$ cat config.mk
export PLATFORM = sky130hd
export DESIGN_NAME = uart_msg_sequencer
export DESIGN_NICKNAME = d
export VERILOG_FILES = /design/src/rtl/uart_msg_sequencer.sv
export SDC_FILE = /design/constraint.sdc
export NUM_CORES = 1
export LEC_CHECK = 0
export ABC_CLOCK_PERIOD_IN_PS = 4300
export CAP_MARGIN = 20
export CELL_PAD_IN_SITES_DETAIL_PLACEMENT = 0
export CELL_PAD_IN_SITES_GLOBAL_PLACEMENT = 1
export CORE_ASPECT_RATIO = 1.5
export CORE_MARGIN = 2
export CORE_UTILIZATION = 40
export DETAILED_ROUTE_END_ITERATION = 10
export HOLD_SLACK_MARGIN = 0.08
export PLACE_DENSITY = 0.79
export SETUP_SLACK_MARGIN = 0.05
export SYNTH_ARGS = -nofsm -noshare
export SYNTH_HDL_FRONTEND = slang
export SYNTH_SLANG_ARGS = --single-unit
$ cat constraint.sdc
create_clock -name clk -period 4.3 [get_ports clk]
set_clock_uncertainty 0.15 [all_clocks]
set_input_delay 1.075 -clock clk [delete_from_list [all_inputs] [get_ports clk]]
set_output_delay 1.075 -clock clk [all_outputs]
set_load 0.005 [all_outputs]
$ cat src/rtl/uart_msg_sequencer.sv
// uart_msg_sequencer: samples one-hot colour detections tagged with a site
// index, drops repeats, queues accepted events and serialises each one as a
// fixed ASCII status message over a valid/done UART handshake.
// Build macro UMS_CHECKSUM_EN: appends a 12th byte, the XOR of bytes 0-10.
module uart_msg_sequencer #(
  parameter int unsigned       N_CH        = 3,
  parameter logic [8*N_CH-1:0] COLOR_CHARS = "NWP",
  parameter int unsigned       SITE_W      = 2,
  parameter int unsigned       FIFO_DEPTH  = 4
) (
  input  logic              clk,
  input  logic              rst,
  input  logic              detect_en,
  input  logic [N_CH-1:0]   color_in,
  input  logic [SITE_W-1:0] site_idx,
  input  logic              o_tx_done,
  output logic              tx_data_valid,
  output logic [7:0]        tx_byte,
  output logic [N_CH-1:0]   led,
  output logic              busy,
  output logic              fifo_full,
  output logic              overflow,
  output logic [7:0]        msg_count
);

  localparam int unsigned AW = $clog2(FIFO_DEPTH);
  localparam int unsigned CW = AW + 1;
  localparam int unsigned EW = SITE_W + 3;
`ifdef UMS_CHECKSUM_EN
  localparam logic [3:0] LAST_IDX = 4'd11;
`else
  localparam logic [3:0] LAST_IDX = 4'd10;
`endif

  typedef enum logic [1:0] {S_IDLE, S_LOAD, S_SEND, S_WAIT} state_t;

  state_t            r_state;
  logic              r_den_q;
  logic [N_CH-1:0]   r_col_q;
  logic [SITE_W-1:0] r_site_q;
  logic              r_last_vld;
  logic [2:0]        r_last_ch;
  logic [SITE_W-1:0] r_last_site;
  logic [EW-1:0]     r_mem [FIFO_DEPTH];
  logic [AW-1:0]     r_wr_ptr;
  logic [AW-1:0]     r_rd_ptr;
  logic [CW-1:0]     r_count;
  logic [EW-1:0]     r_cur;
  logic [7:0]        r_digit;
  logic [7:0]        r_letter;
  logic [3:0]        r_idx;

  logic [2:0]        w_ch;
  logic              w_zero;
  logic              w_push;
  logic              w_pop;
  logic              w_do_push;
  logic [7:0]        w_digit;
  logic [7:0]        w_letter;

  // Message body: "SI-SIM" <digit> "-" <letter> "-#"
  function automatic logic [7:0] base_byte(input logic [3:0] idx,
                                           input logic [7:0] dig,
                                           input logic [7:0] ltr);
    logic [7:0] b;
    case (idx)
      4'd0, 4'd3: b = "S";
      4'd1, 4'd4: b = "I";
      4'd5:       b = "M";
      4'd6:       b = dig;
      4'd8:       b = ltr;
      4'd10:      b = "#";
      default:    b = "-";
    endcase
    return b;
  endfunction

  function automatic logic [7:0] msg_byte(input logic [3:0] idx,
                                          input logic [7:0] dig,
                                          input logic [7:0] ltr);
    logic [7:0] b;
`ifdef UMS_CHECKSUM_EN
    if (idx == 4'd11) begin
      b = '0;
      for (int unsigned i = 0; i < 11; i++) b ^= base_byte(4'(i), dig, ltr);
    end else begin
      b = base_byte(idx, dig, ltr);
    end
`else
    b = base_byte(idx, dig, ltr);
`endif
    return b;
  endfunction

  assign w_zero    = (r_col_q == '0);
  assign fifo_full = (r_count == CW'(FIFO_DEPTH));
  assign w_pop     = (r_state == S_IDLE) && (r_count != '0);
  assign w_push    = r_den_q && $onehot(r_col_q) &&
                     !(r_last_vld && (w_ch == r_last_ch) && (r_site_q == r_last_site));
  // A full queue still accepts a push when the head leaves on the same edge.
  assign w_do_push = w_push && (!fifo_full || w_pop);
  assign w_digit   = 8'h31 + 8'(r_cur[EW-1:3]);
  assign busy      = (r_state != S_IDLE);

  // Channel index of the sampled one-hot detection
  always_comb begin
    w_ch = '0;
    for (int unsigned k = 0; k < N_CH; k++)
      if (r_col_q[k]) w_ch = 3'(k);
  end

  // Message letter for the channel of the event being loaded
  always_comb begin
    w_letter = '0;
    for (int unsigned k = 0; k < N_CH; k++)
      if (r_cur[2:0] == 3'(k)) w_letter = COLOR_CHARS[8*k +: 8];
  end

  // Input sampling register
  always_ff @(posedge clk) begin
    if (rst) begin
      r_den_q  <= 1'b0;
      r_col_q  <= '0;
      r_site_q <= '0;
    end else begin
      r_den_q  <= detect_en;
      r_col_q  <= color_in;
      r_site_q <= site_idx;
    end
  end

  // De-duplication memory, LED and overflow pulse
  always_ff @(posedge clk) begin
    if (rst) begin
      led         <= '0;
      r_last_vld  <= 1'b0;
      r_last_ch   <= '0;
      r_last_site <= '0;
      overflow    <= 1'b0;
    end else begin
      overflow <= w_push && fifo_full && !w_pop;
      if (r_den_q && w_zero) begin
        led        <= '0;
        r_last_vld <= 1'b0;
      end else if (w_push) begin
        led         <= r_col_q;
        r_last_vld  <= 1'b1;
        r_last_ch   <= w_ch;
        r_last_site <= r_site_q;
      end
    end
  end

  // Queue pointers and occupancy
  always_ff @(posedge clk) begin
    if (rst) begin
      r_wr_ptr <= '0;
      r_rd_ptr <= '0;
      r_count  <= '0;
    end else begin
      if (w_do_push) r_wr_ptr <= r_wr_ptr + AW'(1);
      if (w_pop)     r_rd_ptr <= r_rd_ptr + AW'(1);
      if (w_do_push && !w_pop)      r_count <= r_count + CW'(1);
      else if (!w_do_push && w_pop) r_count <= r_count - CW'(1);
    end
  end

  // Queue storage
  always_ff @(posedge clk) begin
    if (w_do_push) r_mem[r_wr_ptr] <= {r_site_q, w_ch};
  end

  // Message sequencer with registered UART request outputs
  always_ff @(posedge clk) begin
    if (rst) begin
      r_state       <= S_IDLE;
      r_cur         <= '0;
      r_digit       <= '0;
      r_letter      <= '0;
      r_idx         <= '0;
      tx_data_valid <= 1'b0;
      tx_byte       <= '0;
      msg_count     <= '0;
    end else begin
      case (r_state)
        S_IDLE: begin
          if (w_pop) begin
            r_cur   <= r_mem[r_rd_ptr];
            r_state <= S_LOAD;
          end
        end
        S_LOAD: begin
          r_digit       <= w_digit;
          r_letter      <= w_letter;
          r_idx         <= '0;
          tx_byte       <= msg_byte(4'd0, w_digit, w_letter);
          tx_data_valid <= 1'b1;
          r_state       <= S_SEND;
        end
        S_SEND: begin
          if (!o_tx_done) begin
            tx_data_valid <= 1'b0;
            r_state       <= S_WAIT;
          end
        end
        S_WAIT: begin
          if (o_tx_done) begin
            if (r_idx == LAST_IDX) begin
              msg_count <= msg_count + 8'd1;
              r_state   <= S_IDLE;
            end else begin
              r_idx         <= r_idx + 4'd1;
              tx_byte       <= msg_byte(r_idx + 4'd1, r_digit, r_letter);
              tx_data_valid <= 1'b1;
              r_state       <= S_SEND;
            end
          end
        end
        default: r_state <= S_IDLE;
      endcase
    end
  end

endmodule
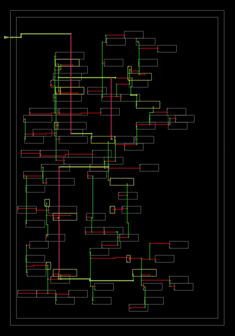
Figure 1: run 1, the clock network.
worst skew pair latency: 0.33 ns
total clock buffers created by CTS: 9
clk sinks: 73
Clock group: 0.651 mW

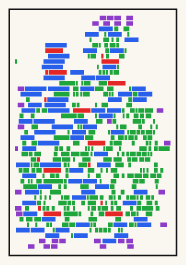
Figure 2: run 1, cells colored by class.
Drawn at 2 px/um.
legend:
  purple:
    class: remaining buffers and delay cells
    cells: 31
    share_of_their_area: 7.2%
  red:
    class: clock drivers and dummy loads
    cells: 16
    share_of_their_area: 6.1%
  blue:
    class: sequential cells
    cells: 73
    share_of_their_area: 38%
  green:
    class: remaining logic cells
    cells: 290
    share_of_their_area: 48%
Core Footprint: 9150 sq um
flop share of the area: 37.3%
Final Util: 47.6%
Std-Cell Rows: 43
final instance area: 4350 sq um

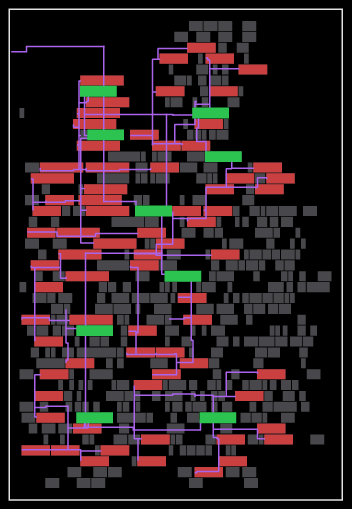
Figure 3: run 1, clock distribution.
Drawn at 4 px/um.
legend:
  purple:
    item: clock wires
    length: 926 um
  red:
    item: flip-flops
    count: 73
  green:
    item: clock-net drivers
    count: 9
routed clock nets: 10
Clk pwr share: 32.0%

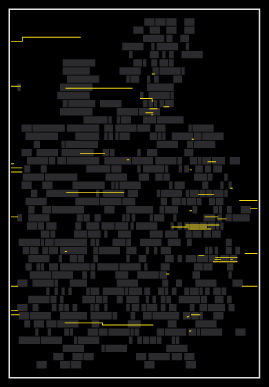
Figure 4: run 1, metal 3.
Drawn at 3 px/um.
wire length on this layer: 220 um
longest straight run: 22.1 um
share of all routed wire: 2.7%
nets with wire on the layer: 31

==> out/results.ini, run 1 <==
[yosys]
synth.avg_cell_area_sq_um=9.77
synth_stat.cells=382
synthCells=382
top_area_cell=dfxtp_1
simple_gate_area_share_pct=18.9
aoi_share_pct=13.8

[run_status]
status=finished clean

[global_route]
met1_usage_pct=17.5
grt_max_degree=38

[worst_hold_path]
hp-class=reg2reg
whs_path_depth=1

[power]
sw_frac_of_total_pct=29.6
peakVddDrop_uv=265

[setup_path]
r2r_end=r_count[2]
worstSetupEndpoint=r_count[2]
path_max_fanout=9

[placed_design]
pre_cts_ws_ns=1.25

[floorplanning]
die_area_sq_um=10100

[layout]
nNonClkBuffers=31
mostFrequentLayoutCell=dfxtp_1
fin_cells=522
n_antenna_cell=0
logic_area_sq_um=1960

[timing]
post-route-period-util_pct=70.5
drv_slew=0

[drt]
first_pass_iters=5

[clocking]
clk_path_buf_depth=2

Figure 5. Nets reached from selected ports (run 1).
Drawn at 4 px/um.
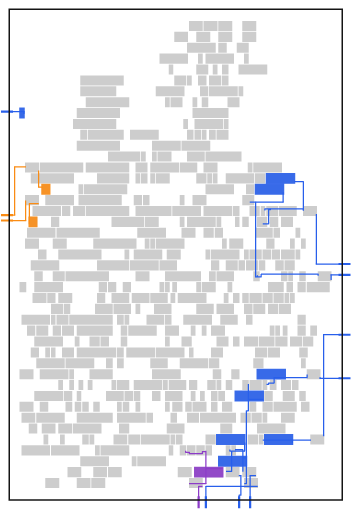

==> run 1 -> run 2 <==
--- a/config.mk
+++ b/config.mk
@@ -5,7 +5,7 @@
 export SDC_FILE = /design/constraint.sdc
 export NUM_CORES = 1
 export LEC_CHECK = 0
-export ABC_CLOCK_PERIOD_IN_PS = 4300
+export ABC_CLOCK_PERIOD_IN_PS = 2520
 export CAP_MARGIN = 20
 export CELL_PAD_IN_SITES_DETAIL_PLACEMENT = 0
 export CELL_PAD_IN_SITES_GLOBAL_PLACEMENT = 1
@@ -14,7 +14,7 @@
 export CORE_UTILIZATION = 40
 export DETAILED_ROUTE_END_ITERATION = 10
 export HOLD_SLACK_MARGIN = 0.08
-export PLACE_DENSITY = 0.79
+export PLACE_DENSITY = 0.82
 export SETUP_SLACK_MARGIN = 0.05
 export SYNTH_ARGS = -nofsm -noshare
 export SYNTH_HDL_FRONTEND = slang
==> constraint.sdc (replaced) <==
create_clock -name clk -period 2.52 [get_ports clk]
set_clock_uncertainty 0.15 [all_clocks]
set_input_delay 0.63 -clock clk [delete_from_list [all_inputs] [get_ports clk]]
set_output_delay 0.63 -clock clk [all_outputs]
set_load 0.005 [all_outputs]
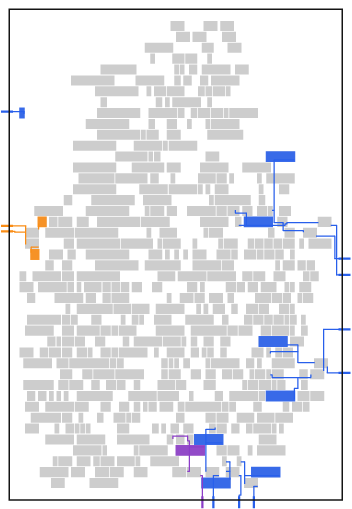
Figure 6: run 2, nets reached from selected ports.
Drawn at 4 px/um.
legend:
  orange:
    port: `site_idx`
    bits: 2
    direction: input
    edge: west
    end_cells: 2
    wire: 16.2 um
  blue:
    port: `tx_byte`
    bits: 8
    direction: output
    edge: 4 east, 3 south, 1 west
    end_cells: 8
    wire: 198 um
  purple:
    port: `tx_data_valid`
    bits: 1
    direction: output
    edge: south
    end_cells: 1
    wire: 23.9 um

==> out/results.ini, run 2 <==
[timing]
drv_slew=0
timing.final.ws_setup_ns=-0.0786
worst_pin_slew_ns=0.628
setup_viol=1
post-route-period-util_pct=103

[global_route]
met1_usage_pct=17.3
grt_max_degree=27
busiest_layer=met2
met2_usage_pct=32.5

[worst_hold_path]
hp-class=reg2reg

[layout]
logic_area_sq_um=1990
fin_area_sq_um=4640
logic_gates=272
fin_util_pct=50.7
fin_nets=471
nNonClkBuffers=65
n_antenna_cell=0
seqAreaFraction_pct=35.1
mostFrequentLayoutCell=dfxtp_1
most-common-layout-cells=54 x dfxtp_1, 49 x nor2_1, 35 x buf_4
fin_cells=556

[yosys]
synth.avg_cell_area_sq_um=9.77
synth_stat.cells=382
aoi_share_pct=13.8
ys_top_logic_family=simple AND/OR/NAND/NOR gates
synthCells=382
top_area_cell=dfxtp_1

[power]
peakVddDrop_uv=393
sw_frac_of_total_pct=29.7

[run_status]
violations=negative setup slack
status=finished with violations

[drt]
first_pass_iters=4

[placed_design]
pre_cts_ws_ns=-0.0973

[floorplanning]
die_area_sq_um=10100
rows=43
core_sq_um=9150

[clocking]
cts.sinks=73
holdBufCountCts=0
clk_latency_ns=0.33
clk_path_buf_depth=2

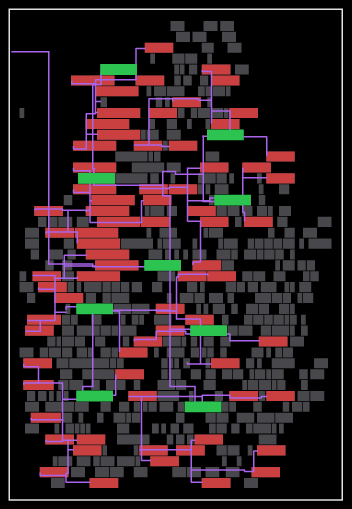
Figure 7: run 2, clock distribution.
Drawn at 4 px/um.
legend:
  red:
    item: flip-flops
    count: 73
  purple:
    item: clock wires
    length: 947 um
  green:
    item: clock-net drivers
    count: 9
routed clock nets: 10
Clk pwr share: 30.8%
Clock group: 1.10 mW

Power and IR drop assume default switching activity.
